===== src/rtl/bus_pkg.sv =====
// Shared constants and state encoding for the bus sequencer.
package bus_pkg;

  localparam int DEFAULT_BUS_WIDTH = 16;
  localparam int DEFAULT_NUM_REGS  = 4;
  localparam int DEFAULT_SEL_WIDTH = 2;

  typedef enum logic [2:0] {
    ST_IDLE  = 3'd0,
    ST_SETUP = 3'd1,
    ST_XFER  = 3'd2,
    ST_INC   = 3'd3,
    ST_DONE  = 3'd4
  } seq_state_t;

endpackage


===== src/rtl/bus_sel_decode.sv =====
// Register index to one-hot decode; valid is low when the index has no register.
module bus_sel_decode
  import bus_pkg::*;
#(
  parameter int NUM_REGS  = DEFAULT_NUM_REGS,
  parameter int SEL_WIDTH = DEFAULT_SEL_WIDTH
) (
  input  logic [SEL_WIDTH-1:0] sel,
  output logic [NUM_REGS-1:0]  onehot,
  output logic                 valid
);

  for (genvar i = 0; i < NUM_REGS; i++) begin : g_bit
    assign onehot[i] = (sel == SEL_WIDTH'(i));
  end

  // An out-of-range index matches no bit.
  assign valid = |onehot;

endmodule


===== src/rtl/bus_sequencer.sv =====
// Register-to-register transfer sequencer over a shared tri-state bus.
// Optional immediate sourcing is enabled by defining SEQ_IMM_SRC_EN.
// Handshake: REQ is sampled only in IDLE; ACK (with ERR on rejection) pulses for one cycle in DONE.
module bus_sequencer
  import bus_pkg::*;
#(
  parameter int BUS_WIDTH = DEFAULT_BUS_WIDTH,
  parameter int NUM_REGS  = DEFAULT_NUM_REGS,
  parameter int SEL_WIDTH = DEFAULT_SEL_WIDTH
) (
  input  logic                 RESET,
  input  logic                 CLOCK,
  input  logic                 REQ,
  input  logic [SEL_WIDTH-1:0] SRC_SEL,
  input  logic [SEL_WIDTH-1:0] DST_SEL,
  input  logic                 INC,
  input  logic                 IMM_SEL,
  input  logic [BUS_WIDTH-1:0] IMM,
  output logic                 BUSY,
  output logic                 ACK,
  output logic                 ERR,
  output logic [NUM_REGS-1:0]  REG_ENABLE,
  output logic [NUM_REGS-1:0]  REG_RW,
  output logic [NUM_REGS-1:0]  REG_COUNT,
  output logic [BUS_WIDTH-1:0] LAST_DATA,
  inout  wire  [BUS_WIDTH-1:0] DATA,
  output logic [2:0]           STATE
);

  seq_state_t          state;
  logic [NUM_REGS-1:0] src_dec, dst_dec, src_oh, dst_oh;
  logic                src_ok, dst_ok, inc_l, imm_l, imm_drive, reject;

  bus_sel_decode #(.NUM_REGS(NUM_REGS), .SEL_WIDTH(SEL_WIDTH)) u_src_dec (
    .sel(SRC_SEL), .onehot(src_dec), .valid(src_ok)
  );
  bus_sel_decode #(.NUM_REGS(NUM_REGS), .SEL_WIDTH(SEL_WIDTH)) u_dst_dec (
    .sel(DST_SEL), .onehot(dst_dec), .valid(dst_ok)
  );

`ifdef SEQ_IMM_SRC_EN
  logic [BUS_WIDTH-1:0] imm_q;

  assign reject = !src_ok || !dst_ok || (!IMM_SEL && (SRC_SEL == DST_SEL));

  // The immediate is captured with the request so later IMM changes cannot disturb the bus.
  always_ff @(posedge CLOCK) begin
    if (state == ST_IDLE && REQ) imm_q <= IMM;
  end

  assign DATA = imm_drive ? imm_q : 'z;
`else
  logic [BUS_WIDTH:0] unused_imm;

  assign reject     = !src_ok || !dst_ok || IMM_SEL || (SRC_SEL == DST_SEL);
  assign unused_imm = {IMM, imm_drive};
  assign DATA       = 'z;
`endif

  assign STATE = state;

  // Outputs are registered alongside the state they belong to, so each state's
  // bus controls are visible for exactly the cycle the FSM occupies it.
  always_ff @(posedge CLOCK) begin
    if (!RESET) begin
      state      <= ST_IDLE;
      BUSY       <= 1'b0;
      ACK        <= 1'b0;
      ERR        <= 1'b0;
      REG_ENABLE <= '0;
      REG_RW     <= '0;
      REG_COUNT  <= '0;
      LAST_DATA  <= '0;
      src_oh     <= '0;
      dst_oh     <= '0;
      inc_l      <= 1'b0;
      imm_l      <= 1'b0;
      imm_drive  <= 1'b0;
    end else begin
      BUSY       <= 1'b1;
      ACK        <= 1'b0;
      ERR        <= 1'b0;
      REG_ENABLE <= '0;
      REG_RW     <= '0;
      REG_COUNT  <= '0;
      imm_drive  <= 1'b0;
      case (state)
        ST_IDLE: begin
          BUSY <= 1'b0;
          if (REQ) begin
            BUSY   <= 1'b1;
            src_oh <= src_dec;
            dst_oh <= dst_dec;
            inc_l  <= INC;
            imm_l  <= IMM_SEL;
            if (reject) begin
              state <= ST_DONE;
              ACK   <= 1'b1;
              ERR   <= 1'b1;
            end else begin
              state      <= ST_SETUP;
              REG_ENABLE <= IMM_SEL ? '0 : src_dec;
              REG_RW     <= IMM_SEL ? '0 : src_dec;
              imm_drive  <= IMM_SEL;
            end
          end
        end
        ST_SETUP: begin
          state      <= ST_XFER;
          REG_ENABLE <= (imm_l ? '0 : src_oh) | dst_oh;
          REG_RW     <= imm_l ? '0 : src_oh;
          imm_drive  <= imm_l;
        end
        ST_XFER: begin
          LAST_DATA <= DATA;
          if (inc_l && !imm_l) begin
            state     <= ST_INC;
            REG_COUNT <= src_oh;
          end else begin
            state <= ST_DONE;
            ACK   <= 1'b1;
          end
        end
        ST_INC: begin
          state <= ST_DONE;
          ACK   <= 1'b1;
        end
        default: begin
          state <= ST_IDLE;
          BUSY  <= 1'b0;
        end
      endcase
    end
  end

endmodule


===== config.mk =====
export PLATFORM = sky130hd
export DESIGN_NAME = bus_sequencer
export DESIGN_NICKNAME = d
export VERILOG_FILES = /design/src/rtl/bus_pkg.sv /design/src/rtl/bus_sel_decode.sv /design/src/rtl/bus_sequencer.sv
export SDC_FILE = /design/constraint.sdc
export NUM_CORES = 1
export LEC_CHECK = 0
export ABC_AREA = 0
export ABC_CLOCK_PERIOD_IN_PS = 2560
export CORE_MARGIN = 4
export CORE_UTILIZATION = 25
export CTS_CLUSTER_DIAMETER = 50
export CTS_CLUSTER_SIZE = 10
export DETAILED_ROUTE_END_ITERATION = 8
export PLACE_DENSITY = 0.62
export SETUP_SLACK_MARGIN = 0.5
export SLEW_MARGIN = 15
export SYNTH_ARGS = -nofsm -noshare
export SYNTH_HDL_FRONTEND = slang
export SYNTH_SLANG_ARGS = --single-unit

===== constraint.sdc =====
create_clock -name CLOCK -period 2.56 [get_ports CLOCK]
set_input_delay 0.768 -clock CLOCK [delete_from_list [all_inputs] [get_ports CLOCK]]
set_output_delay 0.768 -clock CLOCK [all_outputs]
set_load 0.005 [all_outputs]

==> Changelog: implementation, run 1 <==
### Implementation results

- Total gr overflow: 0
- Post-synthesis sequential area ratio: 42.8%
- Fp util: a little over a quarter
- Outcome: complete, no violations
- Crit Reg-Reg Startpoint: STATE[0]$_SDFFE_PN0P_
- First-pass GRT wire length: 4550 µm
- TritonCTS clock tree: built
- Pin count of the biggest net entering global routing: 18
- Crit-path max FO: 17
- Drt pass-1 iters: 4
- P_leak: 0.684 nW
- Crit path launch type: register
- Clk slew on worst S/H paths: 0.06 ns
- Post-placement cell count: 247
- Final Hold Viols: 0
- CORE AREA: 0.00517 mm²
- Synth Cell Area: 0.00136 mm²
- Vias in the first global route: 1005
- Critical path capture point type: primary output
- Log Warnings: 43
- Longest Clk Path Bufs: 2
- Xor/xnor share: 1.29%
- CP Launch Point: LAST_DATA[0]$_SDFFE_PN0N_
- Post-synth top area share: 42.8%
- RSZ-0062 raised after global routing: yes
- Initial antenna violation count: 0
- I/O pin count: ~75
- Syn avg cell area: approximately 9.1 µm²
- Area delta synth->final: 34.8%
- Worst min path class: register to register
- Adder Area Share: 0%
- Clk latency late pin: 0.28 ns
- H-tree depth: 2
- Global-route usage over all layers: 9.14%
- WL per Instance: 11.4 µm
- Fmax: approximately 500 MHz
- WHS: roughly 0.47 ns
- Port Buffers: around 42
- Placed Area: 0.00172 mm²
- DR DRC count: 0
- ANT nets after route: 0
- Asr flop ratio synth: 0%
- Vias per cell: between 4 and 5
- Root Driver: clkbuf_8
- Layout cells sized above 1: 12.5%
- Die Y: roughly 82 µm
- Final period util: 77.9%
- MaxCap Viol Count: 0
- Post-synth EDFFs: 0
- Max stage delay on crit path: 0.53 ns
- FP Rows: 26
- Minimum clock period: approximately 2 ns
- Dominant cells by area after synthesis: dfxtp_1 (43%), buf_4 (17%), a21boi_0 (5.5%)
- Library cells used by synthesis: 30
- Power Density: around 530 mW/mm²
- Top cells by count: buf_4 (31), dfxtp_1 (29), nand2_1 (16)
- CTS Buf Count: 5
- Reg-to-reg setup timing slack: 0.90 ns
- Number of nets in the final layout: 209
- Design area: 0.00183 mm²
- CP max stage cell: clkdlybuf4s50_1
- Hpwl dp: 2180 µm
- Iter 0 DRT Violations: 23
- WP buf/inv: 1
==> run 1: final timing paths <==
| path | end | depth (start not counted) |
|---|---|---|
| worst max-delay path | LAST_DATA[15] | 1 |
| worst min-delay path | dst_oh[0]$_SDFFE_PN0P_ | 2 |
| worst max register to register | dst_oh[0]$_SDFFE_PN0P_ | 4 |
| worst min register to register | dst_oh[0]$_SDFFE_PN0P_ | 2 |
==> run 1: layer usage <==
metal / global-route usage (%) / wire length [µm]
met5: 0 / 0
met4: 6.64 / 49
met3: 3.84 / 245
met2: 14.1 / 1360
met1: 10.0 / 1240
==> run 1: final cells by class <==
class	instances	area, µm²
tap	70	87.6
multi-input combinational	96	581
timing repair buffer	49	472
sequential	29	591
clock buffer	7	86.3
inverter	3	11.3
fill	536	3340
==> run 1: where the power goes <==
group	internal, W	total (W)	switching (W)
clock	0.000212	0.000369	0.000157
sequential	0.000468	0.000483	0.0000153
combinational	0.0000629	0.000124	0.0000611
total	0.000743	0.000976	0.000233
==> run 1: per-stage QoR <==
stage	utilization [%]	setup slack, ns	power (W)
detailed placement	33.3	0.0458	0.000615
global placement	33.3	0.0344	0.000613
global route	35.3	0.499	0.00103
CTS	35.3	0.507	0.000989
floorplan	-	0.708	0.000569
finish	35.3	0.565	0.000976
==> run 1: cells in the final DEF, fill, tap and decap left out, types with 3 or more instances in the layout <==
master,count
o211ai_1,3
clkdlybuf4s50_1,41
o31ai_1,6
clkbuf_8,6
buf_4,7
nor2b_1,12
a21oi_1,4
nand3_1,5
nand2_1,16
and2_1,4
conb_1,16
dfxtp_1,25
a21boi_0,10
inv_1,3
nand3b_1,3
==> run 1: what timing repair did <==
item                       4_1_cts  5_1_grt
gates resized                    8        2
setup endpoints to repair       30        4
hold buffers                     0        0
pin swaps                        1        0
cloned                           0        0
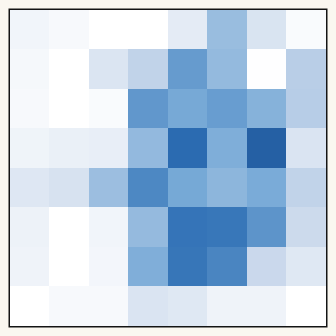
Figure 1: run 1, local utilization.
8 x 8 tiles, from white (low) to dark blue (high), 0 to 100% covered.
emptiest ninth of the die: lower left
densest ninth of the die: center
mean over tiles: 26%

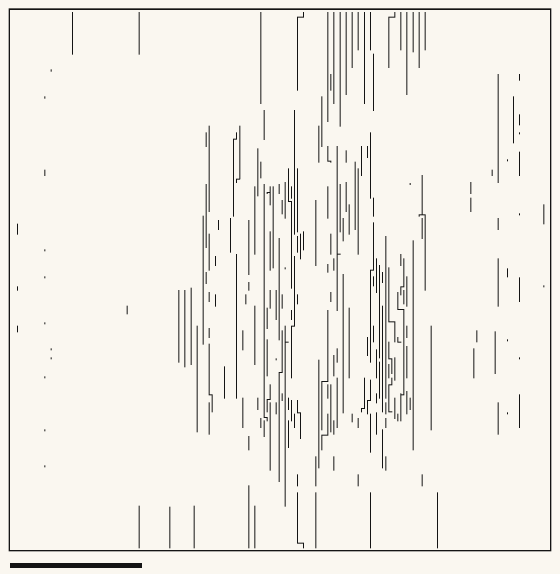
Figure 2: run 1, the metal 2 layer.
Scale bar: 20 µm.
nets with wire on the layer: 157
longest straight run: 35.2 µm
wire length on this layer: 1360 µm
DRT Wirelength: 2890 µm
DR vias: 1041
met2 GRT Util: 14.1%

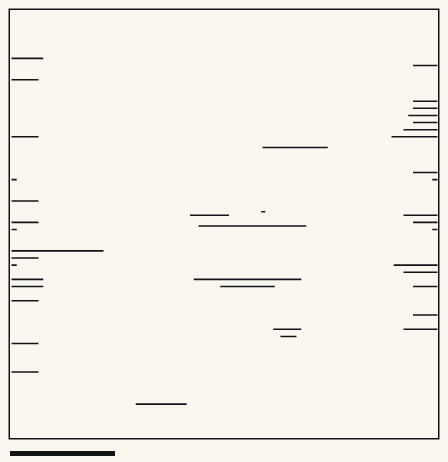
Figure 3: run 1, signal wires on met3.
Scale bar: 20 µm.
nets with wire on the layer: 37
share of all routed wire: 8.5%
main direction: horizontal
wire length on this layer: 246 µm

Figure 4. Cell placement (run 1).
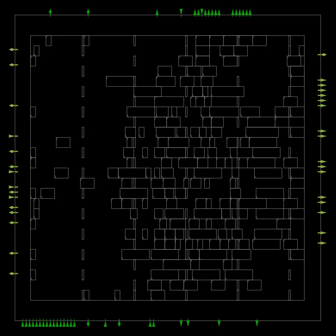

==> inputs of run 2 (changes only) <==
--- a/config.mk
+++ b/config.mk
@@ -6,13 +6,13 @@
 export NUM_CORES = 1
 export LEC_CHECK = 0
 export ABC_AREA = 0
-export ABC_CLOCK_PERIOD_IN_PS = 2560
+export ABC_CLOCK_PERIOD_IN_PS = 1790
 export CORE_MARGIN = 4
 export CORE_UTILIZATION = 25
 export CTS_CLUSTER_DIAMETER = 50
 export CTS_CLUSTER_SIZE = 10
 export DETAILED_ROUTE_END_ITERATION = 8
-export PLACE_DENSITY = 0.62
+export PLACE_DENSITY = 0.64
 export SETUP_SLACK_MARGIN = 0.5
 export SLEW_MARGIN = 15
 export SYNTH_ARGS = -nofsm -noshare
==> constraint.sdc (replaced) <==
create_clock -name CLOCK -period 1.79 [get_ports CLOCK]
set_input_delay 0.537 -clock CLOCK [delete_from_list [all_inputs] [get_ports CLOCK]]
set_output_delay 0.537 -clock CLOCK [all_outputs]
set_load 0.005 [all_outputs]
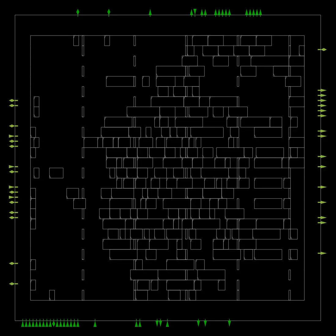
Figure 5: run 2, cell placement.
FF+latch count: 29
FP Rows: 26
FILL cells: 507
post-layout util: 40.4%
flop share of the area: 28.3%

==> run 2 against run 1 <==
Effect of this change:
- sequential share of layout area fell by 4.0 points
- total power up 49%
- critical path depth increased by 2
- area after synthesis is the same
- core utilization grew 5.0 points
- die area stayed put
- worst setup slack got worse by 0.31 ns
- critical path type is now register to register
- highest routed layer unchanged
==> Changelog: implementation, run 2 <==
### Implementation results

- Max stage delay on crit path: 0.56 ns
- Met2 wire length: between 1500 and 2000 µm
- RSZ-0062 raised after global routing: yes
- Clock network fraction of total power: 34.2%
- Die Y: about 82 µm
- Worst reg2reg path depth: 3
- Crit-path max FO: 3
- Longest Clk Path Bufs: 2
- TritonCTS clock tree: built
- CP Launch Point: STATE[0]$_SDFFE_PN0P_
- Register area: 591 µm²
- Number of nets in the final layout: 235
- Layer with the highest usage: met2
- Area delta synth->final: 54.0%
- ANT nets after route: 0
- Cts hold-fix bufs: 0
- Routed length on met1: ~1500 µm
- WP buf/inv: 0
- Outcome: complete, no violations
- DR vias: 1161
- Sequential Power Share: between 40 and 50%
- Met3 WL post-DR: 253 µm
- Worst r2r dst: REG_RW[0]$_SDFF_PN0_
- Post-synth EDFFs: 0
- Final period util: between 80% and 90%
- Asr flop ratio synth: 0%
- Minimum clock period: 1.54 ns
- Power Total: 0.00145 W
- WL per Instance: 12.4 µm
- Switching Power: 0.000368 W
- Worst min path class: register to register
- Fp util: a little over a quarter
- WHS: ~0.45 ns
- DRT Wirelength: ~3500 µm
- Dominant cells by area after synthesis: dfxtp_1 (43%), buf_4 (17%), a21boi_0 (5.5%)
- Logic pwr share: 18.7%
- Internal Power: 0.00109 W
- Port Buffers: 42
- Xor/xnor share: between 1 and 1.5%
- First-pass GRT wire length: 5260 µm
- Stages on worst setup path: 3
==> run 2: power by group through the flow <==
stage	logic, W	clock network [W]	registers [W]
global placement	0.000216	0	0.000702
detailed placement	0.000218	0	0.000703
finish	0.000271	0.000497	0.000685
CTS	0.000253	0.000516	0.000685
global route	0.000295	0.000544	0.000689
floorplan	0.000129	0	0.000702
==> run 2: final cells by class <==
| type | instances | share of cell area, % |
|---|---|---|
| repair buffers | 74 | 31.2 |
| clock buffers | 8 | 3.83 |
| inverters | 3 | 0.539 |
| multi-input cells | 97 | 32.0 |
| well taps | 70 | 4.19 |
| flip-flops and latches | 29 | 28.3 |
==> run 2: through the flow <==
step           instance area, µm²  setup slack, ns
2_1_floorplan                1460            0.178
3_3_place_gp                 1860           -0.405
3_5_place_dp                 1860           -0.399
4_1_cts                      2010            0.242
5_1_grt                      2090            0.196
6_report                     2090            0.253
==> run 2: worst min path at each step <==
stage	from	end	slack (ns)	depth (start not counted)
floorplan	dst_oh[0]$_SDFFE_PN0P_	dst_oh[0]$_SDFFE_PN0P_	0.44	2
CTS	dst_oh[0]$_SDFFE_PN0P_	dst_oh[0]$_SDFFE_PN0P_	0.46	2
detailed placement	dst_oh[0]$_SDFFE_PN0P_	dst_oh[0]$_SDFFE_PN0P_	0.45	2
finish	dst_oh[3]$_SDFFE_PN0P_	dst_oh[3]$_SDFFE_PN0P_	0.45	2
global placement	dst_oh[0]$_SDFFE_PN0P_	dst_oh[0]$_SDFFE_PN0P_	0.44	2
global route	dst_oh[1]$_SDFFE_PN0P_	dst_oh[1]$_SDFFE_PN0P_	0.48	2
==> run 2: what timing repair did <==
item / in CTS / in global routing
setup endpoints to repair: 60 / 45
resized: 176 / 17
cloned: 2 / 0
setup buffers: 8 / 3
pin swaps: 13 / 4
==> inputs of run 3 (changes only) <==
--- a/config.mk
+++ b/config.mk
@@ -12,6 +12,7 @@
 export CTS_CLUSTER_DIAMETER = 50
 export CTS_CLUSTER_SIZE = 10
 export DETAILED_ROUTE_END_ITERATION = 8
+export GPL_TIMING_DRIVEN = 0
 export PLACE_DENSITY = 0.64
 export SETUP_SLACK_MARGIN = 0.5
 export SLEW_MARGIN = 15
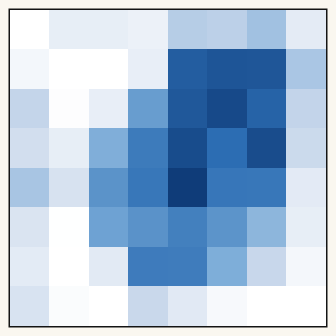
Figure 6: run 3, local utilization.
8 x 8 tiles, from white (low) to dark blue (high), 0 to 100% covered.
tiles over 75% full: 16%
fullest tile: 95%
densest ninth of the die: center

==> run 3 against run 2 <==
Effect of this change:
- flip-flop count unchanged
- first-iteration DRC count decreased by 44%
- clock skew decreased by 0.0017 ns
- critical path type unchanged
- worst setup slack got worse by 0.093 ns
==> Changelog: implementation, run 3 <==
### Implementation results

- Vias per cell: between 4 and 5
- Longest Clk Path Bufs: 2
- Root Driver: clkbuf_8
- Post-synth EDFFs: 0
- FP Rows: 26
- Fp util: 26.2%
- DR DRC count: 0
- Worst r2r dst: dst_oh[0]$_SDFFE_PN0P_
- Min-Delay Endpoint: dst_oh[0]$_SDFFE_PN0P_
- Design area: 0.00247 mm²
- Syn avg cell area: approximately 9.1 µm²
- Dominant cells by area after synthesis: dfxtp_1 (43%), buf_4 (17%), a21boi_0 (5.5%)
- Crit Reg-Reg Startpoint: STATE[1]$_SDFFE_PN0P_
- H-tree depth: 2
- Worst reg2reg path depth: 5
- WP buf/inv: 2
- CORE AREA: 0.00517 mm²
- CTS Buf Count: 5
- Hold_sp: dst_oh[0]$_SDFFE_PN0P_
- Port Buffers: 42
- Crit-path max FO: 3
- Final period util: 91.1%
- Hold Path Stages: 2
- Most frequent cells in the layout: buf_6 (45), buf_4 (27), dfxtp_1 (25)
- Outcome: complete, no violations
- Drt pass-1 iters: 4
- Max stage delay on crit path: 0.52 ns
- Setup Buffers After CTS: 22
- Hpwl dp: 2340 µm
- Power Density: 600 mW/mm²
- Minimum clock period: 1.63 ns
- Setup ws final: between 0.15 and 0.2 ns
- Log Warnings: 45
- Cts hold-fix bufs: 0
- FILL cells: 478
- P_leak: 1.15 nW
- ANT nets after route: 0
- Crit path launch type: register
- DRT Wirelength: between 3000 and 4000 µm
- MaxCap Viol Count: 0
==> run 3: cell counts after synthesis <==
No cell type changed its count.
==> run 3: kinds of logic (layout without fill, tap and decap cells) <==
group / after synthesis / count (layout) / share of synthesized area, %
AOI/OAI and AO/OA: 31 / 32 / 16.6
and+or+nand+nor: 47 / 47 / 19.6
DFF: 29 / 29 / 42.8
other: 1 / 16 / 0.276
buffers and inverters: 39 / 115 / 19.5
xor gates and xnor gates: 2 / 2 / 1.29
==> run 3: area by class of cell <==
type                    instances  share of cell area (%)
well taps                      70                    3.54
multi-input cells              97                    28.2
clock buffers                   8                    3.24
repair buffers                 68                    26.0
flip-flops and latches         29                    24.0
plain buffers                  36                    14.6
inverters                       3                   0.455
==> run 3: per-layer routing <==
layer	vias up	track usage, %	part of all wire, %
met2	45	21.1	50
met4	0	5.98	2.0
met1	591	13.6	41
met3	8	3.84	6.4
li1	641	-	-
met5	-	0	0
==> run 3: power breakdown <==
part | total [W] | switching [W] | internal, W
registers | 0.000683 | 0.0000158 | 0.000668
clock network | 0.000510 | 0.000235 | 0.000275
logic | 0.000291 | 0.000136 | 0.000155
total | 0.00148 | 0.000387 | 0.00110
==> run 3: worst max-delay path by stage <==
stage / from / end / slack [ns]
after floorplan: REQ / REG_ENABLE[0]$_SDFF_PN0_ / 0.18
after global placement: REQ / REG_RW[0]$_SDFF_PN0_ / -0.43
after detailed placement: REQ / REG_RW[0]$_SDFF_PN0_ / -0.44
after CTS: STATE[1]$_SDFFE_PN0P_ / REG_RW[0]$_SDFF_PN0_ / 0.14
after global routing: STATE[1]$_SDFFE_PN0P_ / REG_RW[0]$_SDFF_PN0_ / 0.13
final: STATE[1]$_SDFFE_PN0P_ / dst_oh[0]$_SDFFE_PN0P_ / 0.16

==> screenshots <==
Cell classes on the final placement.
picture 1
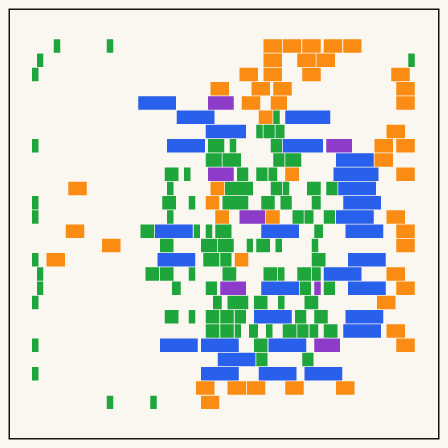
picture 2
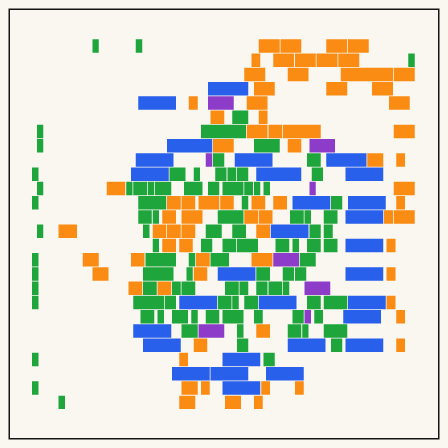
run 2: picture 2
run 1: picture 1

Key to picture 1:
| color | class | cells |
|---|---|---|
| green | combinational and other logic | 99 |
| purple | clock drivers and dummy loads | 7 |
| orange | remaining buffers and delay cells | 49 |
| blue | sequential cells | 29 |

Power and IR drop assume default switching activity.
